--- config.mk ---
export PLATFORM = sky130hd
export DESIGN_NAME = term_writer
export DESIGN_NICKNAME = d
export VERILOG_FILES = /design/src/rtl/term_writer_pkg.sv /design/src/rtl/term_writer_fill.sv /design/src/rtl/term_writer.sv
export SDC_FILE = /design/constraint.sdc
export NUM_CORES = 1
export LEC_CHECK = 0
export CORE_UTILIZATION = 51
export CTS_CLUSTER_DIAMETER = 200
export DETAILED_ROUTE_END_ITERATION = 10
export PLACE_DENSITY_LB_ADDON = 0.25
export SYNTH_ARGS = -nofsm -noshare
export SYNTH_HDL_FRONTEND = slang
export SYNTH_HIERARCHICAL = 1
export SYNTH_SLANG_ARGS = --single-unit
--- constraint.sdc ---
create_clock -name clk -period 2.6 [get_ports clk]
set_input_delay 0.52 -clock clk [delete_from_list [all_inputs] [get_ports clk]]
set_output_delay 0.52 -clock clk [all_outputs]
set_load 0.02 [all_outputs]
--- src/rtl/term_writer_pkg.sv ---
// Shared definitions for the terminal writer: state encoding, control
// characters and field widths.
package term_writer_pkg;

    localparam int ROW_W = 5;
    localparam int COL_W = 7;

    localparam logic [7:0] CHR_BS    = 8'h08;
    localparam logic [7:0] CHR_TAB   = 8'h09;
    localparam logic [7:0] CHR_LF    = 8'h0A;
    localparam logic [7:0] CHR_CR    = 8'h0D;
    localparam logic [7:0] CHR_BLANK = 8'h20;

    typedef enum logic [1:0] {
        ST_INIT  = 2'd0,
        ST_IDLE  = 2'd1,
        ST_PUT   = 2'd2,
        ST_CLEAR = 2'd3
    } term_state_e;

    // Bytes that are written to the screen as-is.
    function automatic logic is_printable(input logic [7:0] b);
        return (b >= 8'h20) && (b <= 8'h7E);
    endfunction

endpackage

--- src/rtl/term_writer_fill.sv ---
// Run-length VRAM writer: writes one character to a rectangle of cells
// (rows row_first..row_last, cols col_first..col_last, row-major), one cell
// per granted cycle. Address and data are registered and hold while the
// grant is low. done pulses in the cycle the last cell is written.
module term_writer_fill
    import term_writer_pkg::*;
(
    input  logic             clk,
    input  logic             reset_low,
    input  logic             start,
    input  logic [ROW_W-1:0] row_first,
    input  logic [ROW_W-1:0] row_last,
    input  logic [COL_W-1:0] col_first,
    input  logic [COL_W-1:0] col_last,
    input  logic [7:0]       chr_in,
    input  logic             grant,
    output logic             pend,
    output logic [ROW_W-1:0] row,
    output logic [COL_W-1:0] col,
    output logic [7:0]       chr,
    output logic             done
);

    logic [ROW_W-1:0] row_last_q;
    logic [COL_W-1:0] col_first_q;
    logic [COL_W-1:0] col_last_q;
    logic             last_cell;

    assign last_cell = (row == row_last_q) && (col == col_last_q);
    assign done      = pend && grant && last_cell;

    // Walk the rectangle; a new start overrides the final cell of the old run.
    always_ff @(posedge clk or negedge reset_low) begin
        // NOTE: non-blocking assignments so every register samples pre-edge values.
        if (!reset_low) begin
            pend        <= 1'b0;
            row         <= '0;
            col         <= '0;
            chr         <= '0;
            row_last_q  <= '0;
            col_first_q <= '0;
            col_last_q  <= '0;
        end else if (start) begin
            pend        <= 1'b1;
            row         <= row_first;
            col         <= col_first;
            chr         <= chr_in;
            row_last_q  <= row_last;
            col_first_q <= col_first;
            col_last_q  <= col_last;
        end else if (pend && grant) begin
            if (last_cell) begin
                pend <= 1'b0;
            end else if (col == col_last_q) begin
                col <= col_first_q;
                row <= row + ROW_W'(1);
            end else begin
                col <= col + COL_W'(1);
            end
        end
    end

endmodule

--- src/rtl/term_writer.sv ---
// Terminal sequencer for the character VRAM write port. Clears VRAM after
// reset, then writes printable bytes at the cursor and interprets CR, LF
// and BS; scrolling moves top_row through the VRAM ring and clears each
// new line. Optional feature macro: TERM_TAB_EN (TAB advances to the next
// multiple of 8, blanking the skipped cells).
module term_writer
    import term_writer_pkg::*;
#(
    parameter int         COLS        = 100,
    parameter int         VRAM_ROWS   = 32,
    parameter int         SCREEN_ROWS = 30,
    parameter logic [7:0] BLANK       = CHR_BLANK
) (
    input  logic             clk,
    input  logic             reset_low,
    input  logic             in_valid,
    output logic             in_ready,
    input  logic [7:0]       in_data,
    input  logic             vram_read_ce,
    output logic             vram_write_ce,
    output logic [ROW_W-1:0] vram_write_row,
    output logic [COL_W-1:0] vram_write_col,
    output logic [7:0]       vram_write_char,
    output logic [ROW_W-1:0] top_row,
    output logic [ROW_W-1:0] cursor_row,
    output logic [COL_W-1:0] cursor_col,
    output logic             busy
);

    localparam logic [ROW_W-1:0] ROW_MASK = ROW_W'(VRAM_ROWS - 1);
    localparam logic [COL_W-1:0] COL_LAST = COL_W'(COLS - 1);

    term_state_e      state, state_d;
    logic             in_ready_d;
    logic [ROW_W-1:0] cur_row_d, top_row_d;
    logic [COL_W-1:0] cur_col_d;
    logic             nl_after, nl_after_d;

    logic             fill_start, fill_pend, fill_done;
    logic [ROW_W-1:0] fill_row_first, fill_row_last;
    logic [COL_W-1:0] fill_col_first, fill_col_last;
    logic [7:0]       fill_chr;

    // Cursor and viewport after a newline.
    logic [ROW_W-1:0] nl_row, nl_top;
    assign nl_row = (cursor_row + ROW_W'(1)) & ROW_MASK;
    assign nl_top = (nl_row == ((top_row + ROW_W'(SCREEN_ROWS)) & ROW_MASK))
                  ? ((top_row + ROW_W'(1)) & ROW_MASK) : top_row;

`ifdef TERM_TAB_EN
    logic [COL_W:0] tab_stop;
    assign tab_stop = {1'b0, cursor_col | COL_W'(7)} + (COL_W + 1)'(1);
`endif

    assign vram_write_ce = fill_pend & ~vram_read_ce;
    assign busy          = (state != ST_IDLE);

    term_writer_fill u_fill (
        .clk       (clk),
        .reset_low (reset_low),
        .start     (fill_start),
        .row_first (fill_row_first),
        .row_last  (fill_row_last),
        .col_first (fill_col_first),
        .col_last  (fill_col_last),
        .chr_in    (fill_chr),
        .grant     (~vram_read_ce),
        .pend      (fill_pend),
        .row       (vram_write_row),
        .col       (vram_write_col),
        .chr       (vram_write_char),
        .done      (fill_done)
    );

    // State, handshake, cursor and viewport registers.
    always_ff @(posedge clk or negedge reset_low) begin
        if (!reset_low) begin
            state      <= ST_INIT;
            in_ready   <= 1'b0;
            cursor_row <= '0;
            cursor_col <= '0;
            top_row    <= '0;
            nl_after   <= 1'b0;
        end else begin
            state      <= state_d;
            in_ready   <= in_ready_d;
            cursor_row <= cur_row_d;
            cursor_col <= cur_col_d;
            top_row    <= top_row_d;
            nl_after   <= nl_after_d;
        end
    end

    // Next-state, byte decode and fill-run requests.
    always_comb begin
        // NOTE: every output gets a default first so no path infers a latch.
        state_d        = state;
        cur_row_d      = cursor_row;
        cur_col_d      = cursor_col;
        top_row_d      = top_row;
        nl_after_d     = nl_after;
        fill_start     = 1'b0;
        fill_row_first = cursor_row;
        fill_row_last  = cursor_row;
        fill_col_first = cursor_col;
        fill_col_last  = cursor_col;
        fill_chr       = BLANK;

        case (state)
            ST_INIT: begin
                fill_row_first = '0;
                fill_row_last  = ROW_MASK;
                fill_col_first = '0;
                fill_col_last  = COL_LAST;
                if (!fill_pend)     fill_start = 1'b1;
                else if (fill_done) state_d    = ST_IDLE;
            end
            ST_IDLE: begin
                if (in_valid && in_ready) begin
                    if (is_printable(in_data)) begin
                        fill_start = 1'b1;
                        fill_chr   = in_data;
                        state_d    = ST_PUT;
                        if (cursor_col == COL_LAST) begin
                            cur_row_d  = nl_row;
                            cur_col_d  = '0;
                            top_row_d  = nl_top;
                            nl_after_d = 1'b1;
                        end else begin
                            cur_col_d  = cursor_col + COL_W'(1);
                            nl_after_d = 1'b0;
                        end
                    end else begin
                        case (in_data)
                            CHR_CR: cur_col_d = '0;
                            CHR_LF: begin
                                cur_row_d      = nl_row;
                                cur_col_d      = '0;
                                top_row_d      = nl_top;
                                fill_start     = 1'b1;
                                fill_row_first = nl_row;
                                fill_row_last  = nl_row;
                                fill_col_first = '0;
                                fill_col_last  = COL_LAST;
                                state_d        = ST_CLEAR;
                            end
                            CHR_BS: begin
                                if (cursor_col != '0) begin
                                    cur_col_d      = cursor_col - COL_W'(1);
                                    fill_start     = 1'b1;
                                    fill_col_first = cursor_col - COL_W'(1);
                                    fill_col_last  = cursor_col - COL_W'(1);
                                    nl_after_d     = 1'b0;
                                    state_d        = ST_PUT;
                                end
                            end
`ifdef TERM_TAB_EN
                            CHR_TAB: begin
                                fill_start = 1'b1;
                                state_d    = ST_PUT;
                                if (tab_stop >= (COL_W + 1)'(COLS)) begin
                                    fill_col_last = COL_LAST;
                                    cur_row_d     = nl_row;
                                    cur_col_d     = '0;
                                    top_row_d     = nl_top;
                                    nl_after_d    = 1'b1;
                                end else begin
                                    fill_col_last = COL_W'(tab_stop - (COL_W + 1)'(1));
                                    cur_col_d     = COL_W'(tab_stop);
                                    nl_after_d    = 1'b0;
                                end
                            end
`else
                            CHR_TAB: ;  // dropped like other control bytes
`endif
                            default: ;
                        endcase
                    end
                end
            end
            ST_PUT: begin
                if (fill_done) begin
                    if (nl_after) begin
                        // Cursor already sits on the new line; clear it next.
                        fill_start     = 1'b1;
                        fill_col_first = '0;
                        fill_col_last  = COL_LAST;
                        state_d        = ST_CLEAR;
                    end else begin
                        state_d = ST_IDLE;
                    end
                end
            end
            ST_CLEAR: begin
                if (fill_done) state_d = ST_IDLE;
            end
            default: state_d = ST_INIT;
        endcase

        in_ready_d = (state_d == ST_IDLE);
    end

endmodule
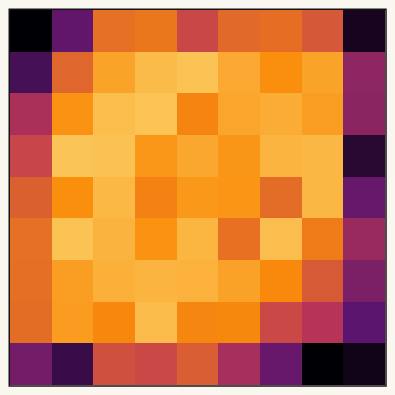
run_1/cell_density.png
(4 px per um) The die is cut into 9 by 9 equal tiles; black is low, pale yellow is high, 0 to 100% covered.
- mean over tiles: 63%
- fullest tile: 87%
- nearly empty tiles: 2.5%
- tiles over 75% full: 44%
- emptiest ninth of the die: lower right

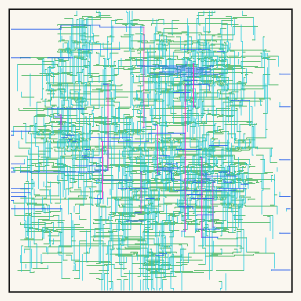
run_1/wires.png
(3 px per um)
- metal 2: cyan (wire length 5530 um)
- metal 4: magenta (wire length 220 um)
- metal 3: blue (wire length 584 um)
- metal 1: green (wire length 5070 um)

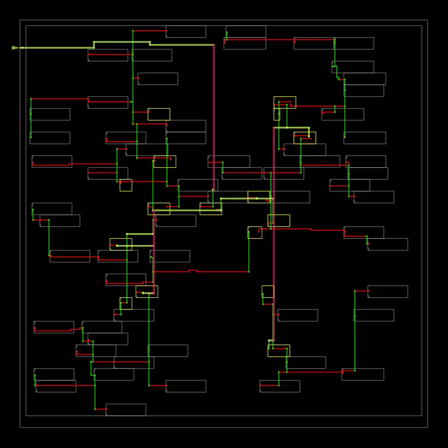
run_1/clocks.png
number of clock sinks: 61
Seq Cell Count: 61
clock latency at the later pin of the worst-skew pair: 0.34 ns
Clock net power: 813 uW
clkbuf count: 12

==> results.tsv, run 1 <==
stage	metric	value	unit
finish	fraction of area in registers	27.03	%
critical_path	count of buffer and inverter cells on the critical path	2	
critical_path	Worst Path Arrival	2.77	ns
routing	vias per std cell	5.984	
final_timing	post-layout period usage	96.38	%
logic_synthesis	per-instance average area after synthesis	9.084	um2
run	total number of warnings across the stage logs	30	
final_timing	clock skew	0.01050	ns
critical_path	critical path class	input port to flip-flop	
global_routing	initial antenna violation count	0	
critical_path	kind of start point of the critical path	input port	
critical_path	endpoint class of the critical path	flip-flop	
outcome	status	finished clean	
min_path	class of the tightest hold or removal check	input port to asynchronous set/reset pin	
logic_synthesis	instance count of the mapped netlist	473	
global_routing	overall overflow remaining after global route	0	
logic_synthesis	Synth cell types	71	
critical_path	Reg2Reg Capture Point	u_fill/chr[7]	
logic_synthesis	chip area from the yosys synthesis statistics	4297	um2
logic_synthesis	Warnings, synthesis	6	
logic_synthesis	cell accounting for the most synthesized area	sky130_fd_sc_hd__dfrtp_1	
floorplanning	die boundary height	93.79	um
logic_synthesis	leading post-synthesis cells by cell area	sky130_fd_sc_hd__dfrtp_1 (36%), sky130_fd_sc_hd__mux2_2 (6.3%), sky130_fd_sc_hd__xnor2_1 (4.3%)	
finish	Signal inverters	19	
pwr	net switching power	707.2	uW
placement	global placer's final weighted congestion	0.9252	
routing	vias	4147	
pwr	clock network fraction of total power	34.4	%
critical_path	crit path capture	u_fill/col[2]	
routing	drt first-iter violations	352	
finish	FF/Latch Area	1538	um2
critical_path	maximum fanout along the worst path	5	
pwr	cell internal pwr	1.653	mW
finish	multi-input gate area in the final layout	2660	um2
critical_path	cell chain of the critical path	clkdlybuf4s50_1 > or4_4 > nor3_1 > buf_4 > nand4_1 > nor3b_1 > a21o_1 > nor2_1 > a31oi_1	
logic_synthesis	most common library cells after synthesis	sky130_fd_sc_hd__dfrtp_1 (61), sky130_fd_sc_hd__nand2_1 (43), sky130_fd_sc_hd__o21ai_0 (33)	
-- run 1: registers in the layout, summed over array words and instances, names as in the netlist --
register / flops
u_fill/col: 7
top_row: 5
u_fill/row: 5
state: 2
u_fill/chr: 8
u_fill/col_last_q: 7
u_fill/row_last_q: 5
u_fill/pend: 1
cursor_row: 5
nl_after: 1
u_fill/col_first_q: 7
in_ready: 1
cursor_col: 7
-- run 1: logic make-up after synthesis --
family | after synthesis | share of synthesized area (%)
AOI/OAI and AO/OA | 121 | 20.30
buffers and inverters | 47 | 5.183
adders and majority gates | 8 | 2.330
and+or+nand+nor | 169 | 20.88
DFF | 61 | 35.53
other | 1 | 0.08728
xor gates and xnor gates | 36 | 7.979
muxes | 30 | 7.717
-- run 1: power groups by stage --
stage                     Clock (mW)  Combinational (mW)  Sequential, mW
after global placement             0               0.501            1.05
after detailed placement           0               0.512            1.05
after floorplan                    0               0.218            1.11
final                          0.813               0.519            1.03
after CTS                      0.822               0.514            1.03
after global routing           0.862               0.557            1.03
-- run 1: through the flow --
step | setup WS (ns) | cells | hold slack [ns] | TNS (ns)
final | 0.09406 | 693 | 0.1500 | 0
after global routing | -0.01605 | 693 | 0.1870 | -0.01605
after CTS | 0.03071 | 692 | 0.1693 | 0
after detailed placement | -0.3051 | 676 | 0.4946 | -9.588
after global placement | -0.2635 | 676 | 0.4913 | -7.711
after floorplan | -0.01331 | 473 | 0.2244 | -0.1215
-- run 1: repair_timing --
item,in CTS,in global routing
endpoints found under the setup margin,0,36
hold buffers,0,0
buffers inserted,0,1
resized,0,7
-- run 1: metal layers --
metal / up-vias / GRT usage (%)
li1: 1954 / -
met1: 2006 / 35.60
met2: 164 / 46.65
met3: 23 / 4.126
met4: 0 / 9.615
met5: - / 0
==> run 1 -> run 2 <==
--- a/config.mk
+++ b/config.mk
@@ -5,6 +5,7 @@
 export SDC_FILE = /design/constraint.sdc
 export NUM_CORES = 1
 export LEC_CHECK = 0
+export CORE_MARGIN = 10
 export CORE_UTILIZATION = 51
 export CTS_CLUSTER_DIAMETER = 200
 export DETAILED_ROUTE_END_ITERATION = 10
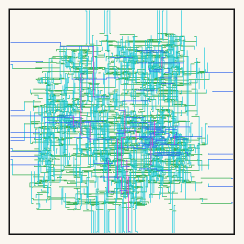
run_2/wires.png
(2 px per um)
global router's overall resource usage: 19.42%
routed length per placed instance: 17.84 um
final wirelength: 12340 um

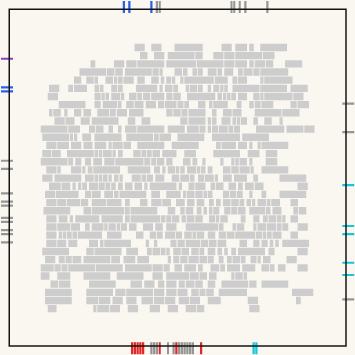
run_2/io_placement.png
(3 px per um) Pins as bars across the die edge, other pins in gray.
- `clk`: purple (pins 1; direction input; edge left)
- `vram_write_row`: blue (pins 5; direction output; edge 3 top, 2 left)
- `cursor_col`: cyan (pins 7; direction output; edge 5 right, 2 bottom)
- `vram_write_char`: red (pins 8; direction output; edge bottom)
- all pins by edge: 21 bottom, 13 left, 10 top, 8 right

==> run 2 against run 1 <==
Net effect: wire length rose by 8.3%; sequential cell count did not move; setup slack got worse by 0.059 ns; critical path depth did not move; global-route usage fell by 8.1 points; largest cell class unchanged; largest power group unchanged.
==> results.tsv, run 2 <==
stage	metric	value	unit
logic_synthesis	share of synthesized registers carrying an async set or reset	100.0	%
critical_path	kind of start point of the critical path	input port	
finish	multi-input gate share of the layout cell area	46.60	%
clock_network	total of cells resized after clock tree synthesis	0	
finish	number of flip-flops in the largest register	8	
critical_path	Worst Path Arrival	2.83	ns
logic_synthesis	most numerous cell in the Yosys netlist	sky130_fd_sc_hd__dfrtp_1	
logic_synthesis	Synth cell types	71	
logic_synthesis	cell accounting for the most synthesized area	sky130_fd_sc_hd__dfrtp_1	
final_timing	post-layout period usage	98.66	%
critical_path	cell chain of the critical path	clkdlybuf4s50_1 > or4_4 > nor3_2 > buf_4 > nand4_1 > o22ai_1 > o2bb2ai_2 > nor2_1 > a31oi_1	
final_timing	final count of pins violating max slew	0	
routing	post-route antenna net violation count	0	
global_routing	number of global-route vias before repair	4184	
finish	Design Area, Final	5752	um2
finish	Clock buf/inv share	3.894	%
critical_path	cell family with the largest share of critical-path delay	simple AND/OR/NAND/NOR gates	
pwr	Leakage	2.421	nW
logic_synthesis	chip area from the yosys synthesis statistics	4297	um2
finish	Seq Cell Count	61	
clock_network	clock latency at the later pin of the worst-skew pair	0.34	ns
run	total number of warnings across the stage logs	29	
routing	vias per std cell	6.053	
clock_network	Root Buffer	sky130_fd_sc_hd__clkbuf_8	
finish	Cell Count, Final, Fillers Out	692	
logic_synthesis	sequential area share after synthesis	35.53	%
final_timing	# setup viols final	0	
logic_synthesis	#FFs+latches synth	61	
finish	Signal inverters	19	
finish	multi-input gate area in the final layout	2680	um2
placement	pre-CTS WS	-0.2809	ns
clock_network	number of buffers inserted by hold repair at cts	0	
floorplanning	floorplan-stage core utilization	52.29	%
routing	TritonRoute pass-1 iters	5	
logic_synthesis	leading post-synthesis cells by cell area	sky130_fd_sc_hd__dfrtp_1 (36%), sky130_fd_sc_hd__mux2_2 (6.3%), sky130_fd_sc_hd__xnor2_1 (4.3%)	
logic_synthesis	share of the synthesized area in the top cell type	35.53	%
critical_path	Crit path largest cell delay	0.60	ns
finish	total number of multi-input combinational cells	365	
floorplanning	die boundary height	111.8	um
finish	data-path buffer share of cell area in the final layout	19.23	%
clock_network	total setup buffers inserted after CTS	0	
finish	FF/Latch Area	1538	um2
clock_network	maximum buffer depth of the clock tree	2	
finish	synthesis-to-layout area growth	33.87	%
floorplanning	die area	12500	um2
final_timing	Least-Margin Pin Slew	0.5730	ns
placement	global placer's final weighted congestion	0.9485	
finish	fraction of area in registers	26.73	%
global_routing	overall overflow remaining after global route	0	
floorplanning	DIE WIDTH	111.8	um
routing	vias	4189	
critical_path	maximum fanout along the worst path	5	
clock_network	number of clock sinks	61	
finish	clkbuf count	10	
final_timing	final critical-path setup slack	0.03482	ns
clock_network	H-tree levels	3	
outcome	status	finished clean	
logic_synthesis	cells in synth_stat.txt	473	
min_path	class of the tightest hold or removal check	input port to asynchronous set/reset pin	
pwr	power per cell area	440.5	nW/um2
critical_path	endpoint class of the critical path	flip-flop	
final_timing	clock skew	0.009782	ns
placement	number of placed instances with taps included	675	
logic_synthesis	mapped cell area	4297	um2
clock_network	clock transition at the registers of the reported paths	0.08	ns
finish	number of non-clock buffers in the layout	126	
critical_path	count of buffer and inverter cells on the critical path	2	
logic_synthesis	most common library cells after synthesis	sky130_fd_sc_hd__dfrtp_1 (61), sky130_fd_sc_hd__nand2_1 (43), sky130_fd_sc_hd__o21ai_0 (33)	
logic_synthesis	Warnings, synthesis	6	
global_routing	initial antenna violation count	0	
finish	most frequent standard cell in the layout excluding fill and tap cells	sky130_fd_sc_hd__buf_4	
routing	drt first-iter violations	292	
finish	layout cells sized above 1	28.62	%
global_routing	largest net degree at the start of global routing	62	
logic_synthesis	instance count of the mapped netlist	473	
floorplanning	inserted tap cell count	105	
finish	register name with the most flops	u_fill/chr	
placement	post-DP HPWL	9002	um
logic_synthesis	per-instance average area after synthesis	9.084	um2
finish	number of nets in the final layout	602	
placement	Port Buffer Count	51	
critical_path	critical path class	input port to flip-flop	
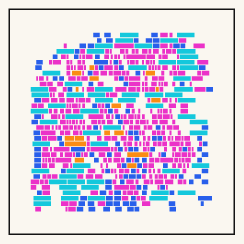
run_2/placement_by_type.png
(2 px per um)
- other buffers and delay cells: blue (cells 126; share of their area 20%)
- flops: cyan (cells 61; share of their area 27%)
- combinational and other logic: magenta (cells 384; share of their area 49%)
- clock drivers and dummy loads: orange (cells 16; share of their area 4.0%)

-- run 2: cell counts after synthesis --
No cell type changed its count.
-- run 2: kinds of logic after synthesis --
logic type / Yosys count / synth area share, %
simple gates: 169 / 20.88
mux: 30 / 7.717
other cells: 1 / 0.08728
xor+xnor: 36 / 7.979
compound gates: 121 / 20.30
buf+inv: 47 / 5.183
flops: 61 / 35.53
fa+ha+maj: 8 / 2.330
-- run 2: stage by stage --
stage	utilization, %	TNS, ns	hold slack [ns]
3_3_place_gp	66.61	-6.487	0.4909
4_1_cts	69.33	0	0.1856
6_report	70.00	0	0.1593
3_5_place_dp	66.61	-8.162	0.4940
5_1_grt	70.00	-0.07506	0.1793
2_1_floorplan	-	-0.1215	0.2244
-- run 2: worst paths after layout --
| check | start | end | slack (ns) | depth (start not counted) |
|---|---|---|---|---|
| setup / recovery | in_data[4] | u_fill/col[3] | 0.03 | 9 |
| hold / removal | reset_low | cursor_col[1] | 0.16 | 2 |
| setup reg to reg | u_fill/row[2] | u_fill/chr[1] | 0.21 | 10 |
| hold reg to reg | u_fill/chr[4] | u_fill/chr[4] | 0.51 | 1 |
| max in group asynchronous | reset_low | u_fill/row[2] | 2.13 | 2 |
| min in group clk | u_fill/chr[4] | u_fill/chr[4] | 0.51 | 1 |
-- run 2: power breakdown --
| group | total, mW | internal [mW] | switching [mW] |
|---|---|---|---|
| registers | 1.04 | 0.990 | 0.0485 |
| clock network | 0.984 | 0.564 | 0.420 |
| logic | 0.511 | 0.256 | 0.255 |
| total | 2.53 | 1.81 | 0.724 |
-- run 2: metal layers --
metal | wire [um] | track usage, %
met5 | 0 | 0
met4 | 224 | 6.255
met3 | 811 | 4.885
met2 | 6141 | 33.41
met1 | 5164 | 23.05
Power figures rest on the tool's default switching activity, not on a simulated workload.
